### Wire density map

Scale bar: 20 µm. The die is cut into 21 by 21 equal tiles; dark blue is low, red is high, scaled to the fullest tile. Values are wire area over tile area, all layers added.
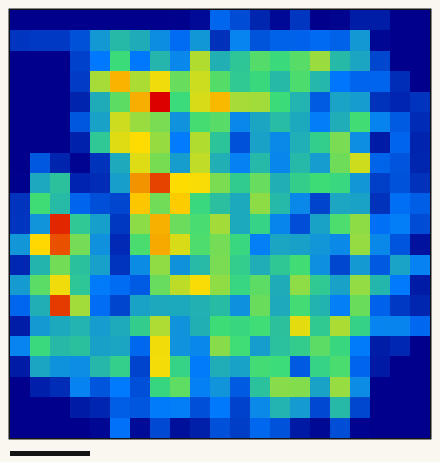
### Sizing map

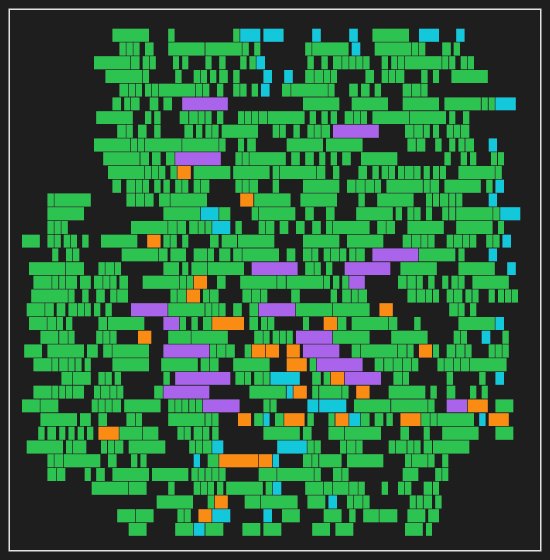
### Cells colored by class

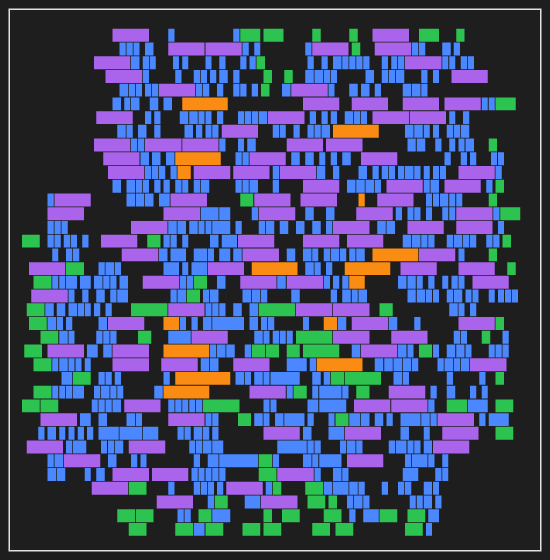
### Routing congestion map

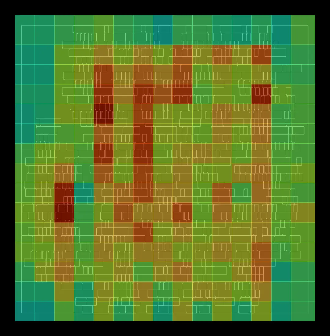
<file path="config.mk">
export PLATFORM = sky130hd
export DESIGN_NAME = phase_tracker_flat
export DESIGN_NICKNAME = d
export VERILOG_FILES = /design/src/rtl/phase_tracker_if.sv /design/src/rtl/phase_tracker.sv /design/src/flat_wrapper.sv
export SDC_FILE = /design/constraint.sdc
export NUM_CORES = 1
export LEC_CHECK = 0
export ABC_AREA = 1
export ABC_CLOCK_PERIOD_IN_PS = 1940
export CAP_MARGIN = 20
export CORE_AREA = 2 2 103 105
export CTS_BUF_LIST = sky130_fd_sc_hd__clkbuf_16
export DETAILED_ROUTE_END_ITERATION = 10
export DIE_AREA = 0 0 105 107
export PLACE_DENSITY = 0.68
export SLEW_MARGIN = 30
export SYNTH_ARGS = -nofsm -noshare
export SYNTH_HDL_FRONTEND = slang
export SYNTH_SLANG_ARGS = --single-unit
</file>
<file path="constraint.sdc">
create_clock -name clk -period 1.94 [get_ports clk]
set_input_delay 0.388 -clock clk [delete_from_list [all_inputs] [get_ports clk]]
set_output_delay 0.388 -clock clk [all_outputs]
set_load 0.02 [all_outputs]
</file>
<file path="src/rtl/phase_tracker_if.sv">
// Bus-phase monitor taps and the record/status outputs of phase_tracker.
// The master drives the monitor inputs and rec_ready. The slave is the tracker itself.
interface phase_tracker_if #(
    parameter int unsigned CNT_W = 8
);
    logic [1:0]       state_in;
    logic             valid_in;
    logic             rec_ready;
    logic             rec_valid;
    logic [CNT_W-1:0] rec_arbi_len;
    logic [CNT_W-1:0] rec_addr_len;
    logic [CNT_W-1:0] rec_data_len;
    logic             rec_sat;
    logic             err_order;
    logic             err_valid;
    logic [15:0]      txn_count;
    logic [7:0]       drop_count;

    modport master (
        output state_in, valid_in, rec_ready,
        input  rec_valid, rec_arbi_len, rec_addr_len, rec_data_len, rec_sat,
        input  err_order, err_valid, txn_count, drop_count
    );

    modport slave (
        input  state_in, valid_in, rec_ready,
        output rec_valid, rec_arbi_len, rec_addr_len, rec_data_len, rec_sat,
        output err_order, err_valid, txn_count, drop_count
    );
endinterface

</file>
<file path="src/rtl/phase_tracker.sv">
// Measures the length of each bus phase (ARBI/ADDRESS/DATA) per transaction.
// Completed transactions go into a 2-deep record FIFO. Illegal phase orders are flagged.
module phase_tracker #(
    parameter int unsigned CNT_W = 8
) (
    input logic             clk,
    input logic             rst,
    phase_tracker_if.slave  bus
);

    typedef enum logic [1:0] {
        PhIdle = 2'd0,
        PhArbi = 2'd1,
        PhAddr = 2'd2,
        PhData = 2'd3
    } phase_e;

    typedef enum logic {
        StSync  = 1'b0,
        StTrack = 1'b1
    } mode_e;

    typedef struct packed {
        logic [CNT_W-1:0] arbi;
        logic [CNT_W-1:0] addr;
        logic [CNT_W-1:0] data;
        logic             sat;
    } rec_t;

    localparam logic [CNT_W-1:0] CntMax = '1;
    localparam logic [CNT_W-1:0] CntOne = CNT_W'(1);

    mode_e            r_mode;
    phase_e           r_prev;
    logic [CNT_W-1:0] r_cnt;
    logic             r_sat;
    logic [CNT_W-1:0] r_arbi_len;
    logic [CNT_W-1:0] r_addr_len;
    rec_t             r_fifo [2];
    logic [1:0]       r_fill;
    logic             r_err_order;
    logic             r_err_valid;
    logic [15:0]      r_txn;
    logic [7:0]       r_drop;

    mode_e            w_mode_nxt;
    phase_e           w_state;
    logic             w_new_ph;
    logic             w_legal;
    logic             w_illegal;
    logic             w_txn_start;
    logic             w_latch_arbi;
    logic             w_latch_addr;
    logic             w_push;
    logic [CNT_W-1:0] w_cnt_nxt;
    logic             w_sat_nxt;
    rec_t             w_new_rec;
    rec_t             w_fifo_nxt [2];
    logic [1:0]       w_fill_nxt;
    logic             w_rec_valid;
    logic             w_pop;
    logic             w_accept;
    logic             w_drop;

    assign w_state  = phase_e'(bus.state_in);
    assign w_new_ph = (w_state != r_prev);

    always_comb begin
        w_legal = 1'b0;
        unique case (r_prev)
            PhIdle: w_legal = (w_state == PhArbi);
            PhArbi: w_legal = (w_state == PhAddr);
            PhAddr: w_legal = (w_state == PhData);
            PhData: w_legal = (w_state == PhIdle);
        endcase
    end

    // Tracker FSM: decides mode and which bookkeeping event this sample triggers.
    always_comb begin
        w_mode_nxt   = r_mode;
        w_illegal    = 1'b0;
        w_txn_start  = 1'b0;
        w_latch_arbi = 1'b0;
        w_latch_addr = 1'b0;
        w_push       = 1'b0;
        unique case (r_mode)
            StSync: begin
                if (w_state == PhIdle) w_mode_nxt = StTrack;
            end
            StTrack: begin
                if (w_new_ph) begin
                    if (w_legal) begin
                        unique case (r_prev)
                            PhIdle: w_txn_start  = 1'b1;
                            PhArbi: w_latch_arbi = 1'b1;
                            PhAddr: w_latch_addr = 1'b1;
                            PhData: w_push       = 1'b1;
                        endcase
                    end else begin
                        w_illegal = 1'b1;
                        if (w_state != PhIdle) w_mode_nxt = StSync;
                    end
                end
            end
        endcase
    end

    // Saturation only counts against a transaction phase actually being tracked.
    always_comb begin
        w_cnt_nxt = r_cnt;
        w_sat_nxt = r_sat;
        if (w_new_ph) begin
            w_cnt_nxt = CntOne;
        end else if (r_cnt != CntMax) begin
            w_cnt_nxt = r_cnt + CntOne;
        end else if (r_mode == StTrack && r_prev != PhIdle) begin
            w_sat_nxt = 1'b1;
        end
        if (w_push || w_illegal || w_txn_start) w_sat_nxt = 1'b0;
    end

    assign w_new_rec = '{arbi: r_arbi_len, addr: r_addr_len, data: r_cnt, sat: r_sat};

    assign w_rec_valid = (r_fill != 2'd0);
    assign w_pop       = w_rec_valid && bus.rec_ready;
    assign w_accept    = w_push && (r_fill != 2'd2 || w_pop);
    assign w_drop      = w_push && !w_accept;

    // Shift FIFO: entry 0 is always the head, so a pop frees a slot for a same-edge push.
    always_comb begin
        w_fifo_nxt = r_fifo;
        w_fill_nxt = r_fill;
        if (w_pop) begin
            w_fifo_nxt[0] = r_fifo[1];
            w_fifo_nxt[1] = '0;
            w_fill_nxt    = r_fill - 2'd1;
        end
        if (w_accept) begin
            w_fifo_nxt[w_fill_nxt[0]] = w_new_rec;
            w_fill_nxt                = w_fill_nxt + 2'd1;
        end
    end

    always_ff @(posedge clk) begin
        if (rst) begin
            r_mode      <= StSync;
            r_prev      <= PhIdle;
            r_cnt       <= '0;
            r_sat       <= 1'b0;
            r_arbi_len  <= '0;
            r_addr_len  <= '0;
            r_fifo[0]   <= '0;
            r_fifo[1]   <= '0;
            r_fill      <= 2'd0;
            r_err_order <= 1'b0;
            r_err_valid <= 1'b0;
            r_txn       <= 16'd0;
            r_drop      <= 8'd0;
        end else begin
            r_mode      <= w_mode_nxt;
            r_prev      <= w_state;
            r_cnt       <= w_cnt_nxt;
            r_sat       <= w_sat_nxt;
            r_fifo      <= w_fifo_nxt;
            r_fill      <= w_fill_nxt;
            r_err_order <= w_illegal;
            r_err_valid <= (bus.valid_in != (w_state == PhData));
            if (w_latch_arbi) r_arbi_len <= r_cnt;
            if (w_latch_addr) r_addr_len <= r_cnt;
            if (w_push) r_txn <= r_txn + 16'd1;
            if (w_drop && r_drop != 8'hFF) r_drop <= r_drop + 8'd1;
        end
    end

    assign bus.rec_valid    = w_rec_valid;
    assign bus.rec_arbi_len = w_rec_valid ? r_fifo[0].arbi : '0;
    assign bus.rec_addr_len = w_rec_valid ? r_fifo[0].addr : '0;
    assign bus.rec_data_len = w_rec_valid ? r_fifo[0].data : '0;
    assign bus.rec_sat      = w_rec_valid ? r_fifo[0].sat  : 1'b0;
    assign bus.err_order    = r_err_order;
    assign bus.err_valid    = r_err_valid;
    assign bus.txn_count    = r_txn;
    assign bus.drop_count   = r_drop;

    a_fill_range: assert property (@(posedge clk) disable iff (rst) r_fill != 2'd3);
    a_order_in_track: assert property (@(posedge clk) disable iff (rst)
        w_illegal |-> r_mode == StTrack);

endmodule

</file>
<file path="src/flat_wrapper.sv">
// flat-port wrapper written by rule: the top's interface ports become plain ports
module phase_tracker_flat 
#(
    parameter int unsigned CNT_W = 8
)
  (clk, rst, bus_state_in, bus_valid_in, bus_rec_ready, bus_rec_valid, bus_rec_arbi_len, bus_rec_addr_len, bus_rec_data_len, bus_rec_sat, bus_err_order, bus_err_valid, bus_txn_count, bus_drop_count);
  phase_tracker_if #(.CNT_W(CNT_W)) bus_i ();
  input logic clk;
  input logic rst;
  input wire logic [$bits(bus_i.state_in)-1:0] bus_state_in;
  input wire logic [$bits(bus_i.valid_in)-1:0] bus_valid_in;
  input wire logic [$bits(bus_i.rec_ready)-1:0] bus_rec_ready;
  output wire logic [$bits(bus_i.rec_valid)-1:0] bus_rec_valid;
  output wire logic [$bits(bus_i.rec_arbi_len)-1:0] bus_rec_arbi_len;
  output wire logic [$bits(bus_i.rec_addr_len)-1:0] bus_rec_addr_len;
  output wire logic [$bits(bus_i.rec_data_len)-1:0] bus_rec_data_len;
  output wire logic [$bits(bus_i.rec_sat)-1:0] bus_rec_sat;
  output wire logic [$bits(bus_i.err_order)-1:0] bus_err_order;
  output wire logic [$bits(bus_i.err_valid)-1:0] bus_err_valid;
  output wire logic [$bits(bus_i.txn_count)-1:0] bus_txn_count;
  output wire logic [$bits(bus_i.drop_count)-1:0] bus_drop_count;
  assign bus_i.state_in = bus_state_in;
  assign bus_i.valid_in = bus_valid_in;
  assign bus_i.rec_ready = bus_rec_ready;
  assign bus_rec_valid = bus_i.rec_valid;
  assign bus_rec_arbi_len = bus_i.rec_arbi_len;
  assign bus_rec_addr_len = bus_i.rec_addr_len;
  assign bus_rec_data_len = bus_i.rec_data_len;
  assign bus_rec_sat = bus_i.rec_sat;
  assign bus_err_order = bus_i.err_order;
  assign bus_err_valid = bus_i.err_valid;
  assign bus_txn_count = bus_i.txn_count;
  assign bus_drop_count = bus_i.drop_count;
  phase_tracker #(.CNT_W(CNT_W)) u_core (.clk(clk), .rst(rst), .bus(bus_i));
endmodule
</file>
==> summary.txt <==
State of the implementation.

- Once the floorplan was initialized, standard cells occupied 48.66% of the core.
- The path class of the tightest hold or removal check is flop to flop.
- The uppermost layer routed is met4, for reference.
- The flow ran to the end, and the final reports show no timing, DRC or antenna violations.
- Counting flops with a built-in enable in the synthesized netlist gives 0.
- For this run, the number of Yosys warnings is 0.
- The final cycle utilization of the critical path is 96.93%, for reference.
- The number of global-route vias before repair is between 4k and 5k, for reference.
- Of the total synthesized cell area, the portion taken by AND, OR, NAND and NOR gates is 31.06%.
- The flow reports an fmax of about 530 MHz.
- The static leakage power is 2.491 nW, for reference.
- The number of buffers and inverters on the critical path is 4.
- The critical path runs through a total of 5 cells.
- The share of the synthesized netlist area taken by xor and xnor gates is 2.471%, for reference.
- TritonCTS built the clock tree.
- The registers of the reported paths see a clock transition of 0.07 ns.
- For this design, Yosys synthesis ends with a cell count of 714.
- The vertical die dimension is 107 µm, for reference.
- At the pin with the least slew margin, the transition time is 0.3839 ns.
- The number of nets handed over by synthesis was 725.
- The number of levels the H-tree was split into is 3, for reference.
- The via-per-instance ratio is 5.007, for reference.
- The routed length on met1 is 5401 µm, for reference.
- Post-synthesis, Yosys gives the total cell area as ~4900 µm².
- The final timing report derives a shortest allowable period of 1.881 ns.
- The startpoint identified for the worst hold timing path is u_core.r_fifo[10].
- Per the cell usage report, the commonest logic cells after layout are sky130_fd_sc_hd__nand2_1, sky130_fd_sc_hd__nor2_1, sky130_fd_sc_hd__dfxtp_1, sky130_fd_sc_hd__inv_1, sky130_fd_sc_hd__a21oi_1.
- In this run the maximum-capacitance check reported violations numbering 0.
- The number of instances on the worst hold path is 2, for reference.
Notes on 'Wire density map' above:
densest ninth of the die: middle
mean over tiles: 0.16
nearly empty tiles: 14%
fullest tile: 0.50
tiles over half the peak: 22%
GR Util All Layers: 20.93%
routed wire length: 11,400 µm

Notes on 'Sizing map' above:
[_2 cells] cyan | cells: 40 | share: 5.2% | most used: buf_2
[_6 and larger] purple | cells: 19 | share: 2.5% | most used: clkbuf_16
[_0 and _1 cells] green | cells: 687 | share: 89% | most used: nand2_1
[_3 and _4 cells] orange | cells: 28 | share: 3.6% | most used: buf_4
nonclk buf count: 82
setup ws final: 0.05947 ns
Layout Area Growth over Synthesis: 20.99%
post-route cell area: 5942 µm²

Notes on 'Cells colored by class' above:
[other buffers and delay cells] green | cells: 82 | share of their area: 13%
[flops] purple | cells: 106 | share of their area: 37%
[combinational and other logic] blue | cells: 571 | share of their area: 45%
[clock drivers and dummy loads] orange | cells: 15 | share of their area: 5.1%
FP Rows: 37
final cell utilization of the core: 58.88%
share of the final layout cell area in sequential cells: 35.71%

Notes on 'Routing congestion map' above:
drt wl/cell: 12.53 µm
global-route met2 utilization: 35.34%
most used routing layer in global routing: met2
fraction of met3 tracks used by global routing: 3.769%
GRT met1 Usage: 27.57%

[power by group through the flow]
| stage | clock network (mW) | logic (mW) | registers (mW) |
|---|---|---|---|
| 2_1_floorplan | 0 | 0.256 | 2.26 |
| 5_1_grt | 1.93 | 0.463 | 2.21 |
| 4_1_cts | 1.84 | 0.405 | 2.21 |
| 6_report | 1.81 | 0.418 | 2.21 |
| 3_3_place_gp | 0 | 0.398 | 2.26 |
| 3_5_place_dp | 0 | 0.405 | 2.26 |
[stage by stage]
stage          hold slack (ns)  total power, mW
2_1_floorplan           0.4430            2.519
3_3_place_gp            0.4519            2.655
3_5_place_dp            0.4546            2.663
4_1_cts                 0.4653            4.449
5_1_grt                 0.4823            4.598
6_report                0.4652            4.435
Power and IR drop assume default switching activity.
